File: src/rtl/margin_scan_if.sv
// margin_scan_if: counter, score-BRAM and result signals of margin_scan_ctrl.
interface margin_scan_if #(
    parameter int ADDR_WIDTH = 13,
    parameter int DATA_WIDTH = 16,
    parameter int IDX_WIDTH  = 9
);
    logic                  i_start;
    logic                  o_cnt_en;
    logic [ADDR_WIDTH-1:0] i_cnt;
    logic                  o_mem_rd_en;
    logic [ADDR_WIDTH-1:0] o_mem_addr;
    logic [DATA_WIDTH-1:0] i_mem_rdata;
    logic                  o_busy;
    logic                  o_done;
    logic                  o_result_valid;
    logic [IDX_WIDTH-1:0]  o_best_idx;
    logic [DATA_WIDTH-1:0] o_best_margin;

    modport slave (
        input  i_start, i_cnt, i_mem_rdata,
        output o_cnt_en, o_mem_rd_en, o_mem_addr, o_busy, o_done,
               o_result_valid, o_best_idx, o_best_margin
    );
    modport master (
        output i_start, i_cnt, i_mem_rdata,
        input  o_cnt_en, o_mem_rd_en, o_mem_addr, o_busy, o_done,
               o_result_valid, o_best_idx, o_best_margin
    );
endinterface

File: src/rtl/margin_scan_ctrl.sv
// margin_scan_ctrl: streams per-class scores from BRAM via the address counter
// and reports the sample with the smallest top1-top2 margin.
module margin_scan_ctrl #(
    parameter int ADDR_WIDTH   = 13,
    parameter int DATA_WIDTH   = 16,
    parameter int NUM_CLASSES  = 10,
    parameter int NUM_SAMPLES  = 512,
    parameter int IDX_WIDTH    = 9,
    parameter int READ_LATENCY = 2
) (
    input logic          clk,
    input logic          rst_n,
    margin_scan_if.slave bus
);
    localparam int TOTAL = NUM_SAMPLES * NUM_CLASSES;
    localparam int CW    = $clog2(NUM_CLASSES);

    typedef enum logic [1:0] {S_IDLE, S_RUN, S_DRAIN} state_t;

    state_t                  r_state;
    logic                    r_cnt_en;
    logic                    r_done;
    logic                    r_result_valid;
    logic [READ_LATENCY-1:0] r_rd_pipe;
    logic [CW-1:0]           r_class;
    logic [IDX_WIDTH-1:0]    r_sample;
    logic [IDX_WIDTH-1:0]    r_best_idx;
    logic [DATA_WIDTH-1:0]   r_top1;
    logic [DATA_WIDTH-1:0]   r_top2;
    logic [DATA_WIDTH-1:0]   r_best_margin;

    logic                  w_rd_en;
    logic                  w_valid;
    logic                  w_first;
    logic                  w_gt1;
    logic                  w_gt2;
    logic                  w_end;
    logic                  w_last;
    logic [DATA_WIDTH-1:0] w_top1;
    logic [DATA_WIDTH-1:0] w_top2;
    logic [DATA_WIDTH-1:0] w_margin;

    assign w_rd_en  = r_state == S_RUN;
    assign w_valid  = r_rd_pipe[READ_LATENCY-1];
    assign w_first  = r_class == '0;
    assign w_gt1    = bus.i_mem_rdata > r_top1;
    assign w_gt2    = bus.i_mem_rdata > r_top2;
    // Ties with top1 fall through to top2, so equal leaders give margin 0.
    assign w_top1   = (w_first || w_gt1) ? bus.i_mem_rdata : r_top1;
    assign w_top2   = w_first ? '0 : w_gt1 ? r_top1 : w_gt2 ? bus.i_mem_rdata : r_top2;
    assign w_margin = w_top1 - w_top2;
    assign w_end    = w_valid && r_class == CW'(NUM_CLASSES - 1);
    assign w_last   = w_end && r_sample == IDX_WIDTH'(NUM_SAMPLES - 1);

    always_ff @(posedge clk) begin
        if (!rst_n) begin
            r_state        <= S_IDLE;
            r_cnt_en       <= 1'b0;
            r_done         <= 1'b0;
            r_result_valid <= 1'b0;
            r_rd_pipe      <= '0;
            r_class        <= '0;
            r_sample       <= '0;
            r_best_idx     <= '0;
            r_top1         <= '0;
            r_top2         <= '0;
            r_best_margin  <= '0;
        end else begin
            r_done    <= 1'b0;
            r_rd_pipe <= (r_rd_pipe << 1) | READ_LATENCY'(w_rd_en);
            case (r_state)
                S_IDLE: if (bus.i_start) begin
                    r_state        <= S_RUN;
                    r_cnt_en       <= 1'b1;
                    r_result_valid <= 1'b0;
                    r_class        <= '0;
                    r_sample       <= '0;
                end
                S_RUN: if (bus.i_cnt == ADDR_WIDTH'(TOTAL - 1)) begin
                    r_state  <= S_DRAIN;
                    r_cnt_en <= 1'b0;
                end
                S_DRAIN: if (w_last) begin
                    r_state        <= S_IDLE;
                    r_done         <= 1'b1;
                    r_result_valid <= 1'b1;
                end
                default: r_state <= S_IDLE;
            endcase
            if (w_valid) begin
                r_top1  <= w_top1;
                r_top2  <= w_top2;
                r_class <= w_end ? '0 : r_class + CW'(1);
                if (w_end) begin
                    r_sample <= r_sample + IDX_WIDTH'(1);
                    // Strict compare keeps the earliest sample on equal margins.
                    if (r_sample == '0 || w_margin < r_best_margin) begin
                        r_best_idx    <= r_sample;
                        r_best_margin <= w_margin;
                    end
                end
            end
        end
    end

    assign bus.o_cnt_en       = r_cnt_en;
    assign bus.o_mem_rd_en    = w_rd_en;
    assign bus.o_mem_addr     = w_rd_en ? bus.i_cnt : '0;
    assign bus.o_busy         = r_state != S_IDLE;
    assign bus.o_done         = r_done;
    assign bus.o_result_valid = r_result_valid;
    assign bus.o_best_idx     = r_best_idx;
    assign bus.o_best_margin  = r_best_margin;
endmodule

File: src/flat_wrapper.sv
// flat-port wrapper written by rule: the top's interface ports become plain ports
module margin_scan_ctrl_flat 
#(
    parameter int ADDR_WIDTH   = 13,
    parameter int DATA_WIDTH   = 16,
    parameter int NUM_CLASSES  = 10,
    parameter int NUM_SAMPLES  = 512,
    parameter int IDX_WIDTH    = 9,
    parameter int READ_LATENCY = 2
)
  (clk, rst_n, bus_i_start, bus_i_cnt, bus_i_mem_rdata, bus_o_cnt_en, bus_o_mem_rd_en, bus_o_mem_addr, bus_o_busy, bus_o_done, bus_o_result_valid, bus_o_best_idx, bus_o_best_margin);
  margin_scan_if #(.ADDR_WIDTH(ADDR_WIDTH), .DATA_WIDTH(DATA_WIDTH), .IDX_WIDTH(IDX_WIDTH)) bus_i ();
  input logic clk;
  input logic rst_n;
  input wire logic [$bits(bus_i.i_start)-1:0] bus_i_start;
  input wire logic [$bits(bus_i.i_cnt)-1:0] bus_i_cnt;
  input wire logic [$bits(bus_i.i_mem_rdata)-1:0] bus_i_mem_rdata;
  output wire logic [$bits(bus_i.o_cnt_en)-1:0] bus_o_cnt_en;
  output wire logic [$bits(bus_i.o_mem_rd_en)-1:0] bus_o_mem_rd_en;
  output wire logic [$bits(bus_i.o_mem_addr)-1:0] bus_o_mem_addr;
  output wire logic [$bits(bus_i.o_busy)-1:0] bus_o_busy;
  output wire logic [$bits(bus_i.o_done)-1:0] bus_o_done;
  output wire logic [$bits(bus_i.o_result_valid)-1:0] bus_o_result_valid;
  output wire logic [$bits(bus_i.o_best_idx)-1:0] bus_o_best_idx;
  output wire logic [$bits(bus_i.o_best_margin)-1:0] bus_o_best_margin;
  assign bus_i.i_start = bus_i_start;
  assign bus_i.i_cnt = bus_i_cnt;
  assign bus_i.i_mem_rdata = bus_i_mem_rdata;
  assign bus_o_cnt_en = bus_i.o_cnt_en;
  assign bus_o_mem_rd_en = bus_i.o_mem_rd_en;
  assign bus_o_mem_addr = bus_i.o_mem_addr;
  assign bus_o_busy = bus_i.o_busy;
  assign bus_o_done = bus_i.o_done;
  assign bus_o_result_valid = bus_i.o_result_valid;
  assign bus_o_best_idx = bus_i.o_best_idx;
  assign bus_o_best_margin = bus_i.o_best_margin;
  margin_scan_ctrl #(.ADDR_WIDTH(ADDR_WIDTH), .DATA_WIDTH(DATA_WIDTH), .NUM_CLASSES(NUM_CLASSES), .NUM_SAMPLES(NUM_SAMPLES), .IDX_WIDTH(IDX_WIDTH), .READ_LATENCY(READ_LATENCY)) u_core (.clk(clk), .rst_n(rst_n), .bus(bus_i));
endmodule
File: config.mk
export PLATFORM = sky130hd
export DESIGN_NAME = margin_scan_ctrl_flat
export DESIGN_NICKNAME = d
export VERILOG_FILES = /design/src/rtl/margin_scan_if.sv /design/src/rtl/margin_scan_ctrl.sv /design/src/flat_wrapper.sv
export SDC_FILE = /design/constraint.sdc
export NUM_CORES = 1
export LEC_CHECK = 0
export ABC_AREA = 1
export CAP_MARGIN = 40
export CORE_MARGIN = 3
export CORE_UTILIZATION = 56
export DETAILED_ROUTE_END_ITERATION = 8
export HOLD_SLACK_MARGIN = 0.05
export PLACE_DENSITY = 0.81
export SLEW_MARGIN = 20
export SYNTH_ARGS = -nofsm -noshare
export SYNTH_HDL_FRONTEND = slang
export SYNTH_SLANG_ARGS = --single-unit
File: constraint.sdc
create_clock -name clk -period 7.32 [get_ports clk]
set_clock_uncertainty 0.1 [all_clocks]
set_input_delay 1.464 -clock clk [delete_from_list [all_inputs] [get_ports clk]]
set_output_delay 1.464 -clock clk [all_outputs]
set_load 0.02 [all_outputs]
==> run_results.csv, run 1 <==
group,metric,value,unit
logic_synthesis,synthDominantAreaCellType,"dfxtp_1",
outcome,status,"completed",
logic_synthesis,yosys_cells,805,
die,die_width,105,um
timing,setup_viol,0,
cells_and_area,final_cell_mix,"inv_1 (162), nand2_1 (116), a21oi_1 (100)",
worst_setup_path,worstReg2RegStart,"u_core.r_top1[7]",
logic_synthesis,xor_share,2.08,%
route,postRouteAntennaNets,0,
pwr,total_power,1.01,mW
worst_setup_path,critPathRequiredTime,7.48,ns
hold_path,holdPathStages,2,
pwr,leakage,3.00,nW
worst_setup_path,rrSetupSlack,1.95,ns
cells_and_area,inv_count,166,
place,pre_cts_ws,0.408,ns
logic_synthesis,ys_ff,77,
logic_synthesis,synthesis.area_per_instance,6.82,um^2
worst_setup_path,critical_path.slowest_cell,"clkdlybuf4s50_1",
logic_synthesis,syn_inst,805,
pwr,fraction_of_power_consumed_by_combinational_cells,25.6,%
logic_synthesis,synth.yosys.chip_area,5490,um^2
die,rows,35,
pwr,internal_power,663,uW
route,met3WireLength,789,um
logic_synthesis,area_leaders,"dfxtp_1 (28%), ha_1 (16%), inv_1 (11%)",
logic_synthesis,mappedNetlistNets,906,
clocking,cts_setup_buffers,0,
logic_synthesis,synth-seq-area-share,28.1,%
worst_setup_path,destination_of_the_critical_timing_path,"u_core.bus.o_best_margin[15]",
hold_path,min_path_type,"reg2reg",
cells_and_area,biggestCellCategory,"combinational gates",
clocking,h_tree_lvl_count,3,
logic_synthesis,flop_cell,"dfxtp_1",
timing,timing.setup.tns,0,ns
pwr,seq-power,431,uW
cells_and_area,layout_top_cell,"inv_1",
timing,max-slew-margin-rel,62.0,%
global_routing,pin_count_of_the_biggest_net_entering_global_routing,63,
hold_path,min_from,"u_core.r_rd_pipe[0]",
pwr,share_of_total_power_consumed_by_net_switching,34.2,%
die,fp_util,58.5,%
clocking,cts_inserted_buffers,9,
global_routing,grt_antenna_before_repair,0,
cells_and_area,fin_nets,970,
cells_and_area,final_core_util,69.7,%
logic_synthesis,share_of_synthesized_registers_carrying_an_async_set_or_reset,0,%
cells_and_area,area_share_clock_buf_inv,2.88,%
logic_synthesis,top_cell,"inv_1",
place,placed_cells,986,
cells_and_area,final-nonclk-buf-share,12.5,%
route,met2_wirelength,6.72,mm
timing,worstMarginPinSlew,0.568,ns
worst_setup_path,worst_path_most_repeated_cell,"nand2_1",
timing,final_max_slew_viol_count,0,
logic_synthesis,synth-adder-area-share,15.9,%
Fig. 1: run 1, M4 wires
Bar = 20 um. Supply wires on this layer in grey.
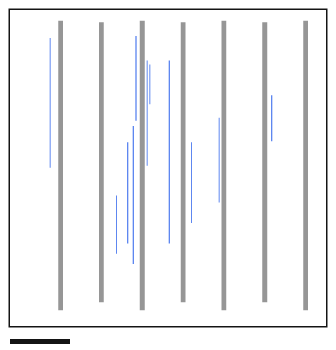
11 nets have wire on it. The layer holds 2.5% of the routed length. The layer carries 346 um of wire. The wires run mostly vertical.

Fig. 2: run 1, clock distribution
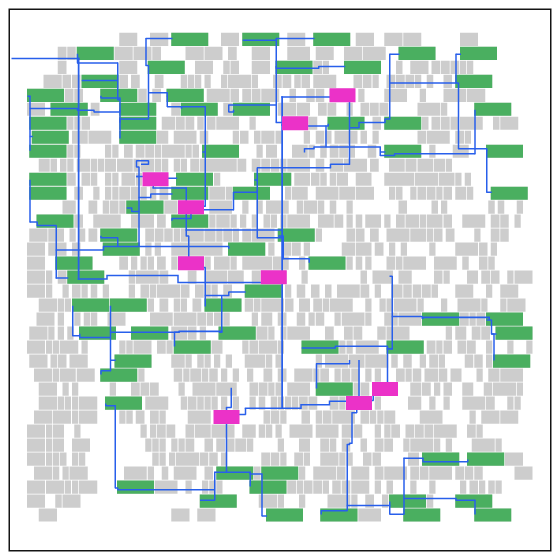
cells driving clock nets: drawn in magenta, count 9. flip-flops: drawn in green, count 77. clock wires: drawn in blue, length 1100 um.
Position of the flops: widely spread. There are 10 routed clock nets.

Fig. 3: run 1, placed standard cells
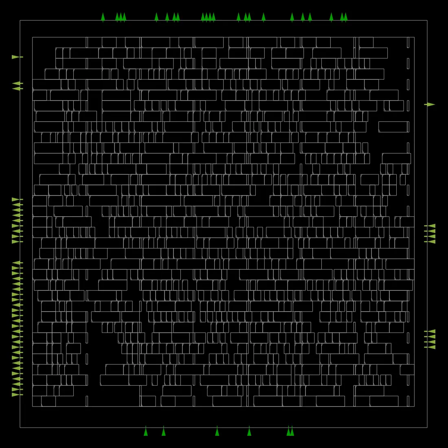
total of fill cells in the finished design: 829
total core area: 9370 um^2
fraction of standard cell area that is sequential: 23.6%
well-tap cell count: 129

Fig. 4: run 1, wire density map
Bar = 20 um. The die is cut into 21 by 21 equal tiles; dark purple is low, yellow is high, scaled to the fullest tile. Values are wire area over tile area, all layers added.
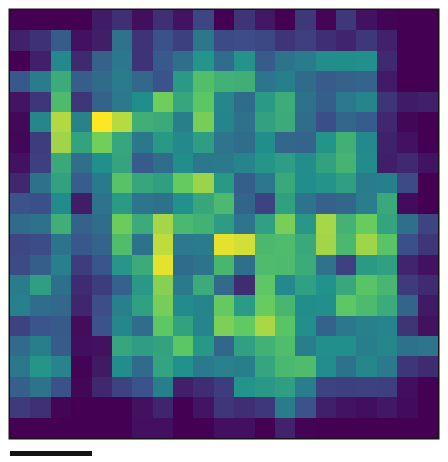
The mean over all tiles is 0.20. 29% of the tiles are over half the peak. The fullest tile reaches 0.57. 11% of the tiles are nearly empty. The densest ninth of the die: centre.

Fig. 5: run 1, sequential cells grouped by signal name
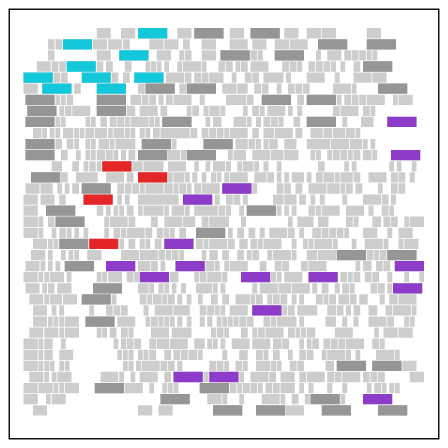

==> run 2: changes to the inputs <==
==> constraint.sdc (replaced) <==
create_clock -name clk -period 7.32 [get_ports clk]
set_clock_uncertainty 0.1 [all_clocks]
set_input_delay 0.732 -clock clk [delete_from_list [all_inputs] [get_ports clk]]
set_output_delay 0.732 -clock clk [all_outputs]
set_load 0.02 [all_outputs]
Fig. 6: run 2, sequential cells grouped by signal name
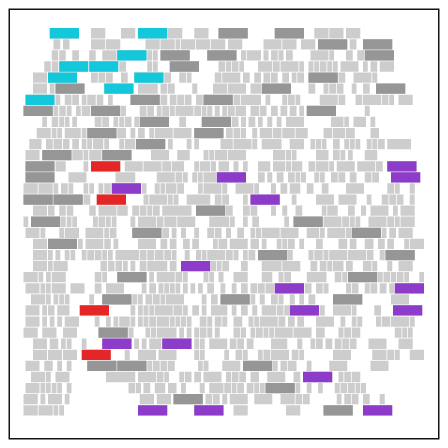
`u_core.r_top1`: drawn in purple, placed flops 16. `u_core.bus.o_best_idx`: drawn in cyan, placed flops 9, where north-west. `u_core.r_class`: drawn in red, placed flops 4.
Another 48 sequential cells are not coloured.

==> run 2 against run 1 <==
Net effect:
- combinational power about the same
- first-iteration DRC count decreased by 9.1%
- via count increased by 1.3%
- power increased by 0.65%
- critical endpoint is now u_core.bus.o_best_idx[6]
- highest routed layer unchanged
==> run_results.csv, run 2 <==
group,metric,value,unit
logic_synthesis,mappedNetlistNets,906,
timing,setup_viol,0,
outcome,status,"completed",
cells_and_area,final_core_util,69.4,%
logic_synthesis,synth-adder-area-share,15.9,%
logic_synthesis,area_leaders,"dfxtp_1 (28%), ha_1 (16%), inv_1 (11%)",
cells_and_area,biggestCellCategory,"combinational gates",
worst_setup_path,critical_path.slowest_cell,"clkdlybuf4s50_1",
cells_and_area,final.fill_count,858,
clocking,h_tree_lvl_count,3,
cells_and_area,final-nonclk-buf-share,12.1,%
hold_path,min_path_type,"reg2reg",
place,placed_cells,984,
worst_setup_path,worstReg2RegStart,"u_core.r_top2[11]",
logic_synthesis,synth.yosys.chip_area,5490,um^2
global_routing,grt_antenna_before_repair,0,
logic_synthesis,syn_inst,805,
timing,worstMarginPinSlew,0.704,ns
timing,timing.setup.tns,0,ns
route,met3WireLength,830,um
pwr,seq-power,431,uW
hold_path,min_from,"u_core.r_rd_pipe[0]",
die,design.core.area,9370,um^2
cells_and_area,seq-cell-share,23.7,%
cells_and_area,final_cell_mix,"inv_1 (162), nand2_1 (116), a21oi_1 (100)",
logic_synthesis,ys_ff,77,
pwr,total_power,1.01,mW
route,postRouteAntennaNets,0,
timing,max-slew-margin-rel,52.9,%
logic_synthesis,synth-seq-area-share,28.1,%
pwr,internal_power,662,uW
die,rows,35,
cells_and_area,layout_top_cell,"inv_1",
logic_synthesis,yosys_cells,805,
clocking,cts_inserted_buffers,9,
pwr,leakage,2.99,nW
cells_and_area,area_share_clock_buf_inv,2.96,%
worst_setup_path,destination_of_the_critical_timing_path,"u_core.bus.o_best_idx[6]",
place,pre_cts_ws,0.744,ns
global_routing,pin_count_of_the_biggest_net_entering_global_routing,63,
pwr,fraction_of_power_consumed_by_combinational_cells,25.6,%
timing,final_max_slew_viol_count,0,
route,met2_wirelength,6.92,mm
worst_setup_path,worst_path_most_repeated_cell,"nand2_1",
logic_synthesis,synthesis.area_per_instance,6.82,um^2
logic_synthesis,flop_cell,"dfxtp_1",
cells_and_area,fin_nets,968,
logic_synthesis,synthDominantAreaCellType,"dfxtp_1",
Fig. 7: run 2, M4 wires
Bar = 20 um. Supply wires on this layer in grey.
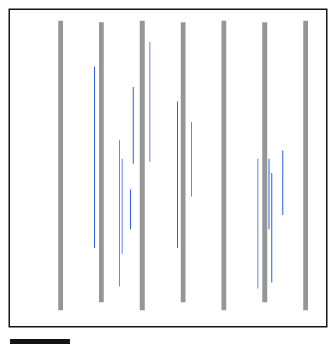
The longest straight run is 59.8 um. The layer carries 413 um of wire.
overall routed net length: 14.1 mm
overall via count from detail_route: 5473

Power and IR drop assume default switching activity.
